[config.mk]
export PLATFORM = sky130hd
export DESIGN_NAME = conv2_sched
export DESIGN_NICKNAME = d
export VERILOG_FILES = /design/src/rtl/conv2_sched.sv
export SDC_FILE = /design/constraint.sdc
export NUM_CORES = 1
export LEC_CHECK = 0
export CAP_MARGIN = 10
export CORE_MARGIN = 2
export CORE_UTILIZATION = 59
export DETAILED_ROUTE_END_ITERATION = 16
export PLACE_DENSITY = 0.86
export SLEW_MARGIN = 20
export SYNTH_ARGS = -nofsm -noshare
export SYNTH_HDL_FRONTEND = slang
export SYNTH_SLANG_ARGS = --single-unit
[constraint.sdc]
create_clock -name clk -period 11.4 [get_ports clk]
set_input_delay 2.28 -clock clk [delete_from_list [all_inputs] [get_ports clk]]
set_output_delay 2.28 -clock clk [all_outputs]
set_load 0.03 [all_outputs]
[src/rtl/conv2_sched.sv]
// Window sequencer for the conv2 binary-convolution engine: gathers 3x3x8 windows
// from the feature-map buffer, issues them to the engine and stores the results.
module conv2_sched #(
  parameter int IMG_W  = 13,
  parameter int IMG_H  = 13,
  parameter int IN_CH  = 8,
  parameter int OUT_CH = 16,
  parameter int K      = 3,
  parameter int AW     = 8,
  parameter int OW     = 7
) (
  input  logic                   clk,
  input  logic                   rst,
  input  logic                   start,
  output logic                   busy,
  output logic                   done,
  output logic                   err,
  output logic                   fm_rd_en,
  output logic [AW-1:0]          fm_rd_addr,
  input  logic [IN_CH-1:0]       fm_rd_data,
  output logic                   win_valid,
  output logic [K*K*IN_CH-1:0]   win_data,
  input  logic                   eng_valid,
  input  logic [OUT_CH-1:0]      eng_result,
  output logic                   out_wr_en,
  output logic [OW-1:0]          out_wr_addr,
  output logic [OUT_CH-1:0]      out_wr_data
);

  localparam int KK    = K * K;
  localparam int WIN_W = KK * IN_CH;
  localparam int OMW   = IMG_W - K + 1;
  localparam int OMH   = IMG_H - K + 1;
  localparam int NPOS  = OMW * OMH;
  localparam int CW    = $clog2(IMG_W);
  localparam int KW    = $clog2(KK + 1);

  localparam logic [KW-1:0] K_LAST   = KW'(KK - 1);
  localparam logic [CW-1:0] C_LAST   = CW'(OMW - 1);
  localparam logic [CW-1:0] R_LAST   = CW'(OMH - 1);
  localparam logic [OW-1:0] RES_FULL = OW'(NPOS);

  typedef enum logic [2:0] {IDLE, FETCH, LAST, ISSUE, DRAIN, DONE} state_t;

  state_t              state_q, state_d;
  logic [CW-1:0]       r_q, r_d, c_q, c_d;
  logic [KW-1:0]       k_q, k_d;
  logic [KW-1:0]       cap_k_q;
  logic                cap_en_q;
  logic [WIN_W-1:0]    shadow_q, win_next;
  logic [WIN_W-1:0]    win_data_q;
  logic                win_valid_q;
  logic                busy_q, done_q, err_q;
  logic                fm_rd_en_q;
  logic [AW-1:0]       fm_rd_addr_q;
  logic [OW-1:0]       res_cnt_q;
  logic                out_wr_en_q;
  logic [OW-1:0]       out_wr_addr_q;
  logic [OUT_CH-1:0]   out_wr_data_q;
  logic                start_acc;
  logic                wr_ok;
  logic                err_set;

  function automatic logic [AW-1:0] pix_addr(input logic [CW-1:0] r,
                                             input logic [CW-1:0] c,
                                             input logic [KW-1:0] k);
    logic [KW-1:0] ky;
    logic [KW-1:0] kx;
    ky = k / KW'(K);
    kx = k % KW'(K);
    return (AW'(r) + AW'(ky)) * AW'(IMG_W) + AW'(c) + AW'(kx);
  endfunction

  assign start_acc = (state_q == IDLE) && start;
  // Results beyond the last output position, or outside a pass, are dropped and flagged.
  assign wr_ok     = eng_valid && (state_q != IDLE) && (res_cnt_q != RES_FULL);
  assign err_set   = eng_valid && ((state_q == IDLE) || (res_cnt_q == RES_FULL));

  always_comb begin
    state_d = state_q;
    r_d     = r_q;
    c_d     = c_q;
    k_d     = k_q;
    case (state_q)
      IDLE: begin
        if (start) begin
          state_d = FETCH;
          r_d     = '0;
          c_d     = '0;
          k_d     = '0;
        end else begin
          state_d = IDLE;
        end
      end
      FETCH: begin
        if (k_q == K_LAST) begin
          state_d = LAST;
          k_d     = '0;
        end else begin
          k_d     = k_q + KW'(1);
        end
      end
      LAST:  state_d = ISSUE;
      ISSUE: begin
        if (c_q == C_LAST) begin
          c_d = '0;
          r_d = r_q + CW'(1);
        end else begin
          c_d = c_q + CW'(1);
        end
        if ((r_q == R_LAST) && (c_q == C_LAST)) begin
          state_d = DRAIN;
        end else begin
          state_d = FETCH;
        end
      end
      DRAIN: begin
        if (res_cnt_q == RES_FULL) begin
          state_d = DONE;
        end else begin
          state_d = DRAIN;
        end
      end
      DONE:    state_d = IDLE;
      default: state_d = IDLE;
    endcase
  end

  // Read data arrives one cycle after the strobe; merge it into slot cap_k of every channel.
  always_comb begin
    win_next = shadow_q;
    for (int ch = 0; ch < IN_CH; ch++) begin
      for (int kk = 0; kk < KK; kk++) begin
        win_next[ch*KK + kk] = (cap_k_q == KW'(kk)) ? fm_rd_data[ch] : shadow_q[ch*KK + kk];
      end
    end
  end

  always_ff @(posedge clk or posedge rst) begin
    if (rst) begin
      state_q       <= IDLE;
      r_q           <= '0;
      c_q           <= '0;
      k_q           <= '0;
      cap_k_q       <= '0;
      cap_en_q      <= 1'b0;
      shadow_q      <= '0;
      win_data_q    <= '0;
      win_valid_q   <= 1'b0;
      busy_q        <= 1'b0;
      done_q        <= 1'b0;
      err_q         <= 1'b0;
      fm_rd_en_q    <= 1'b0;
      fm_rd_addr_q  <= '0;
      res_cnt_q     <= '0;
      out_wr_en_q   <= 1'b0;
      out_wr_addr_q <= '0;
      out_wr_data_q <= '0;
    end else begin
      state_q      <= state_d;
      r_q          <= r_d;
      c_q          <= c_d;
      k_q          <= k_d;
      busy_q       <= (state_d != IDLE) && (state_d != DONE);
      done_q       <= (state_d == DONE);
      fm_rd_en_q   <= (state_d == FETCH);
      fm_rd_addr_q <= (state_d == FETCH) ? pix_addr(r_d, c_d, k_d) : '0;
      cap_en_q     <= fm_rd_en_q;
      cap_k_q      <= k_q;
      if (cap_en_q) begin
        shadow_q <= win_next;
        // The final tap lands straight in the output window so it is complete during ISSUE.
        if (cap_k_q == K_LAST) begin
          win_data_q <= win_next;
        end
      end
      win_valid_q  <= (state_d == ISSUE);
      out_wr_en_q  <= wr_ok;
      if (wr_ok) begin
        out_wr_data_q <= eng_result;
        out_wr_addr_q <= res_cnt_q;
        res_cnt_q     <= res_cnt_q + OW'(1);
      end else if (start_acc) begin
        res_cnt_q <= '0;
      end
      if (err_set) begin
        err_q <= 1'b1;
      end
    end
  end

  assign busy        = busy_q;
  assign done        = done_q;
  assign err         = err_q;
  assign fm_rd_en    = fm_rd_en_q;
  assign fm_rd_addr  = fm_rd_addr_q;
  assign win_valid   = win_valid_q;
  assign win_data    = win_data_q;
  assign out_wr_en   = out_wr_en_q;
  assign out_wr_addr = out_wr_addr_q;
  assign out_wr_data = out_wr_data_q;

endmodule
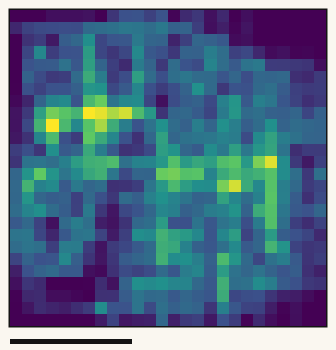
run_1/wire_density.png
The bar under the picture is 50 µm long. 26 x 26 tiles, from dark purple (low) to yellow (high), scaled to the fullest tile. Values are wire area over tile area, all layers added.
fullest tile = 0.62
nearly empty tiles = 8.3%
mean over tiles = 0.19
tiles over half the peak = 14%

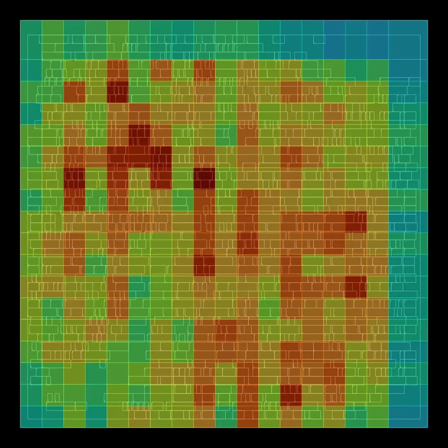
run_1/final_congestion.png
busiest grt layer: met2
met1 Use GR: 0.332

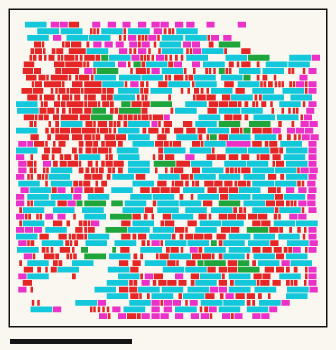
run_1/cell_classes.png
The bar under the picture is 50 µm long.
red -> all other logic  # cells 610, share of their area 37%
cyan -> flops  # cells 200, share of their area 45%
magenta -> other buffers and delay cells  # cells 141, share of their area 13%
green -> clock drivers and dummy loads  # cells 32, share of their area 5.1%

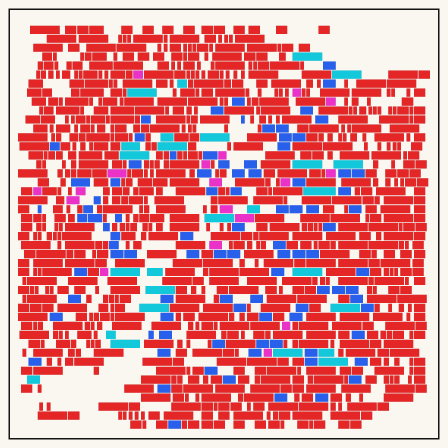
run_1/drive_strength.png
red -> drive 1 or less  # cells 846, share 86%
cyan -> drive 6 and up  # cells 26, share 2.6%
magenta -> drive 3 to 4  # cells 18, share 1.8%
blue -> drive 2  # cells 93, share 9.5%
Area growth, synth to finish: 22.4%
fin area: 0.0114 mm²

run 1: through the flow:
stage	cell area, µm²	hold slack [ps]	instances	power [µW]
6_report	11400	444	1194	1530
4_1_cts	11400	438	1193	1540
5_1_grt	11400	442	1194	1590
3_5_place_dp	10800	428	1161	971
2_1_floorplan	9330	389	858	891
3_3_place_gp	10800	420	1161	965
run 1: report_power, final:
group          internal [µW]  leakage (µW)  switching [µW]
clock network            296      0.000267             274
registers                749       0.00236            27.3
logic                   74.6       0.00257             106
run 1: worst register-to-register path: cells and delay by family (launching register included):
family	cells	cell delay [ps]
adders and majority gates	9	2910
and+or+nand+nor	5	1000
AOI/OAI and AO/OA	9	1410
DFF	1	560
xor gates and xnor gates	2	430
muxes	1	130
buffers and inverters	2	140
==> CHANGELOG.md, run 1 <==
### Implementation results

* Outcome: complete, no violations
* Critical path class: in -> reg
* Die y size at 130 µm
* Worst setup path endpoint: fm_rd_addr[7]$_DFF_PP0_
* Mux area share at 0.149
* # clk buffers at 19
* Final GP Congestion at about 0.8
* Hold Buf Count CTS at 0
* Floorplan Nets at 927
* Global-route wire length before repair at 32800 µm
* # DRC at 0
* Reg area at ~0.005 mm²
* Max-area cell class: flip-flops and latches
* Placement Setup Slack at 2580 ps
* Yosys simple share at 0.125
* CP endpoint kind: flop
* Synth area leader: dfrtp_1
* DP Wirelength at about 14000 µm
* Fin Clk Skew at 11.0 ps
* Compound Share, Synth at 0.0766
* Longest Clk Path Bufs at 2
* TritonRoute pass-1 iters at 5
* Area leader share at 0.536
* Yosys Instances at roughly 860
* Netlist cell types at 59
* Tap cells at 211
* Fillcell total at roughly 1100
* Cts bufs inserted at 17
* RSZ-0062 raised after global routing: no
* Synthesized area at approximately 0.0093 mm²
* Multi-input gates at 574
* Htree depth at 4
* R2R Path End: fm_rd_addr[7]$_DFF_PP0_
* Slowest cell delay on critical path at around 510 ps
* Met2 wire length at 10100 µm
* Invs w/o clock at 36
* Top-count cell post-synth: dfrtp_1
* Logic area at 0.00402 mm²
* R2R depth at 28
* Log Warnings at 36
* Final Util at 0.746
* Pleak at about 0.0052 µW
* Starting Density at 0.609
* Worst Min Path Start: k_q[2]$_DFF_PP0_
* Cell area leaders: dfrtp_1, mux2_2, nand2_1, mux2i_1, o21ai_0
run_1/port_nets.png
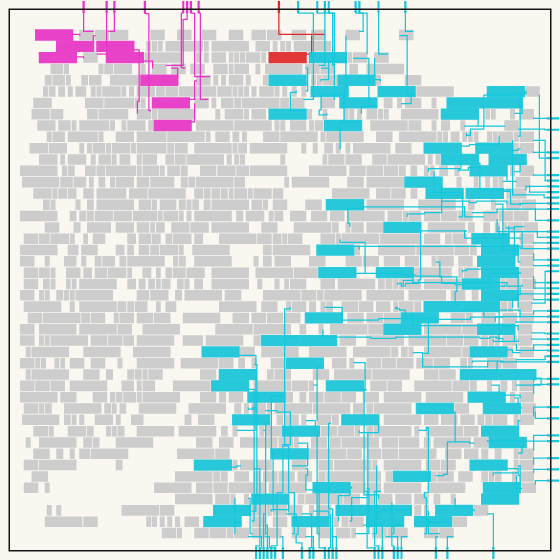

==> run 2: changes to the inputs <==
CORE_UTILIZATION = 49   (was 59)
PLACE_DENSITY = 0.76   (was 0.86)
clock period = 7.25 ns   (was 11.4 ns; I/O delays follow)
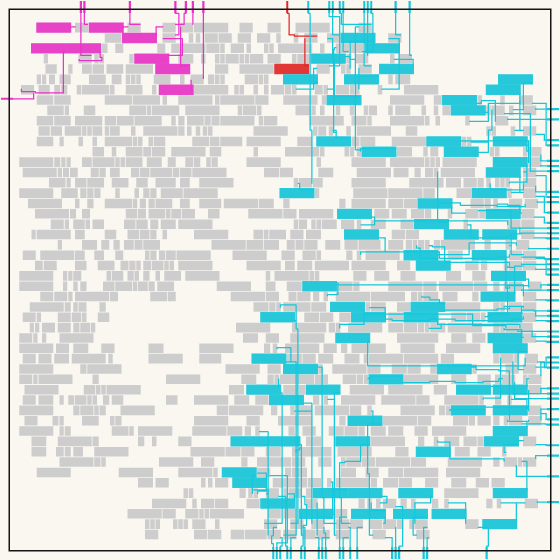
run_2/port_nets.png
magenta -> `fm_rd_addr`  # bits 8, direction output, edge 7 top, 1 left, end cells 8, buffers 8, wire 138 µm
cyan -> `win_data`  # bits 72, direction output, edge 42 right, 20 bottom, 10 top, end cells 72, buffers 72, wire 2160 µm
red -> `out_wr_en`  # bits 1, direction output, edge top, end cells 1, buffers 1, wire 22.5 µm
Port Buf Inserts: 136
# IOs: 137

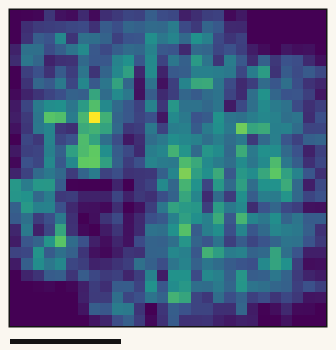
run_2/wire_density.png
The bar under the picture is 50 µm long. 28 x 28 tiles, from dark purple (low) to yellow (high), scaled to the fullest tile. Values are wire area over tile area, all layers added.
mean over tiles = 0.15
nearly empty tiles = 9.2%
fullest tile = 0.54

==> run 2 against run 1 <==
Compared with the run above: non-clock buffer count up 9; die size increased by 20%; register-to-register slack worse by 3800 ps; clock skew rose by 8.3 ps; setup slack lost 2600 ps; hold slack better by 15 ps; area after synthesis unchanged; critical path type unchanged; critical endpoint unchanged.
==> CHANGELOG.md, run 2 <==
### Implementation results

* Critical path class: in -> reg
* Log Warnings at 36
* Slowest cell delay on critical path at ~500 ps
* # DRC at 0
* Cell area leaders: dfrtp_1, mux2_2, nand2_1, mux2i_1, o21ai_0
* Fin area at 0.0116 mm²
* Netlist cell types at 59
* Longest Clk Path Bufs at 2
* Yosys Instances at 858
* Post-Layout Cell Count at 1226
* Area growth, synth to finish at 23.9%
* CP endpoint kind: flop
* Placed Instance Area at 0.0109 mm²
* Htree depth at 4
* Placement Setup Slack at -135 ps
* Final GP Congestion at 0.831
* Die y size at 142 µm
* Busiest grt layer: met2
* Outcome: complete, no violations
* Starting Density at 0.499
* Multi-input gates at 574
* # clk buffers at 17
* Worst Min Path Start: k_q[3]$_DFF_PP0_
* Synth area leader: dfrtp_1
* Reg area at 0.00500 mm²
* Top-count cell post-synth: dfrtp_1
* Tot Pwr at 2470 µW
* Synthesized area at about 0.0093 mm²
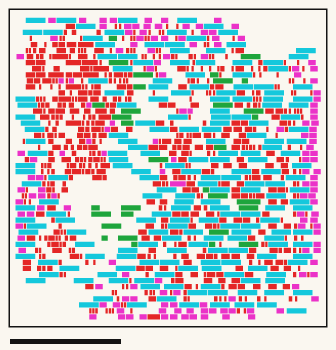
run_2/cell_classes.png
The bar under the picture is 50 µm long.
magenta -> other buffers and delay cells  # cells 150, share of their area 13%
red -> all other logic  # cells 610, share of their area 37%
cyan -> flops  # cells 200, share of their area 44%
green -> clock drivers and dummy loads  # cells 32, share of their area 5.5%

-- run 2: cell counts after synthesis --
Identical to the previous run, type by type.
-- run 2: kinds of logic (layout without fill, tap and decap cells) --
family,after synthesis,in the layout,share of synthesized area
AOI/OAI and AO/OA,125,125,0.0766
xor gates and xnor gates,13,13,0.0130
adders and majority gates,41,41,0.0622
buffers and inverters,84,218,0.0379
DFF,200,200,0.536
muxes,130,130,0.149
and+or+nand+nor,265,265,0.125
-- run 2: power by group --
group	switching [µW]	internal, µW
Clock	471	502
Sequential	42.9	1180
Combinational	163	117
Total	676	1800
-- run 2: what timing repair did --
item / in CTS / in global routing
endpoints found under the setup margin: 0 / 3
gates resized: 0 / 4
hold endpoints to repair: 0 / 0
==> run 3: changes to the inputs <==
ABC_CLOCK_PERIOD_IN_PS = 7250   (was not set)
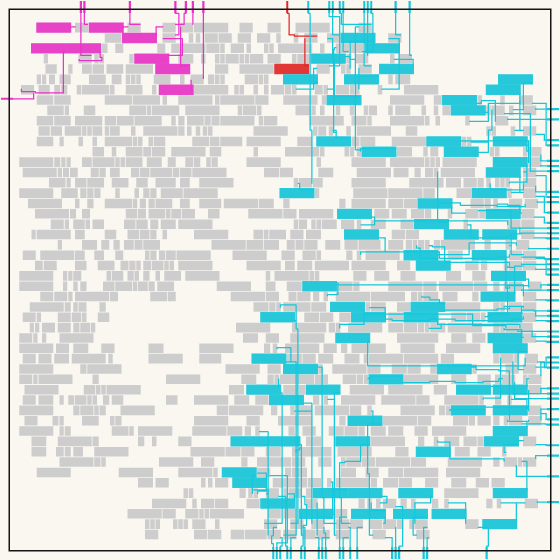
run_3/port_nets.png
magenta -> `fm_rd_addr`  # bits 8, direction output, edge 7 top, 1 left, end cells 8, buffers 8, wire 138 µm
cyan -> `win_data`  # bits 72, direction output, edge 42 right, 20 bottom, 10 top, end cells 72, buffers 72, wire 2160 µm
red -> `out_wr_en`  # bits 1, direction output, edge top, end cells 1, buffers 1, wire 22.5 µm

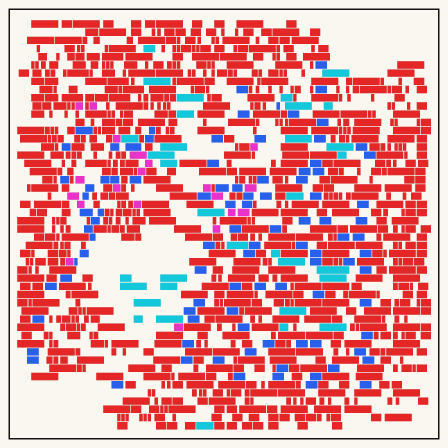
run_3/drive_strength.png
magenta -> drive 3 to 4  # cells 20, share 2.0%
blue -> drive 2  # cells 96, share 9.7%
cyan -> drive 6 and up  # cells 33, share 3.3%
red -> drive 1 or less  # cells 843, share 85%
nonclk buf count: 150
Area growth, synth to finish: 23.9%
Final WS setup: 367 ps
fin area: 0.0116 mm²

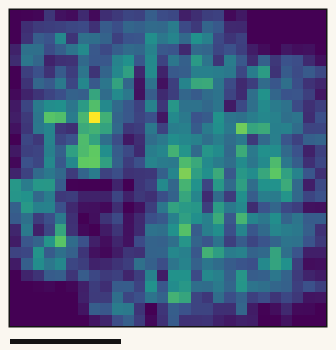
run_3/wire_density.png
The bar under the picture is 50 µm long. 28 x 28 tiles, from dark purple (low) to yellow (high), scaled to the fullest tile. Values are wire area over tile area, all layers added.
nearly empty tiles = 9.2%
fullest tile = 0.54
tiles over half the peak = 11%
mean over tiles = 0.15
total global-route track usage: 0.203
wire per inst: 16.1 µm
routed wire length: 19700 µm
via count: 6472

==> run 3 against run 2 <==
Compared with the run above: utilization unchanged; clock power about the same; combinational power about the same; first-iteration DRC count unchanged; sequential share of layout area unchanged; design area unchanged; synthesized cell count unchanged; count of clock-buffer cells in the layout unchanged; critical path depth unchanged; global-route usage unchanged; hold slack unchanged; critical path type unchanged; largest cell class unchanged.
==> CHANGELOG.md, run 3 <==
### Implementation results

* Top Consumer: sequential cells
* Cell area leaders: dfrtp_1, mux2_2, nand2_1, mux2i_1, o21ai_0
* Log Warnings at 36
* Post-CTS sizing at 0
* Met2 wire length at between 9000 and 10000 µm
* Starting Density at 0.499
* R2R Path End: fm_rd_addr[7]$_DFF_PP0_
* Switch share at 0.273
* Final GP Congestion at 0.831
* Met1 Use GR at 0.275
* Pint at 1800 µW
* Clock group at 973 µW
* Worst setup path endpoint: fm_rd_addr[7]$_DFF_PP0_
* Combinational power share at 0.113
* Post-Layout Cell Count at 1226
* Longest Clk Path Bufs at 2
* Combinational power at 280 µW
* Pleak at 0.00527 µW
* Seq pwr share at 0.493
* Tot Pwr at 2470 µW
* Placed Cells at about 1200
* Sequential Power at approximately 1200 µW
* Final Util at 0.618
* # DRC at 0
* Outcome: complete, no violations
* Yosys Instances at between 800 and 900
* Clk network pwr share at 0.393
* Fillcell total at about 1500
* Slowest cell delay on critical path at 510 ps
* Area leader share at 0.536
* Htree depth at 4
* CP endpoint kind: flop
run 3: cell counts after synthesis:
No cell type changed its count.
run 3: cell families (layout without fill, tap and decap cells):
family                     after synthesis  in the layout  synth area share
buffers and inverters                   84            218            0.0379
DFF                                    200            200             0.536
adders and majority gates               41             41            0.0622
xor gates and xnor gates                13             13            0.0130
AOI/OAI and AO/OA                      125            125            0.0766
muxes                                  130            130             0.149
and+or+nand+nor                        265            265             0.125
run 3: cell type report:
class,instances,area (µm²),area share
Multi-Input combinational cell,574,4020,0.347
Clock buffer,17,425,0.0368
Inverter,36,148,0.0128
Timing Repair Buffer,150,1480,0.128
Clock inverter,15,198,0.0171
Sequential cell,200,5000,0.433
Tap cell,234,293,0.0253
Power figures rest on the tool's default switching activity, not on a simulated workload.
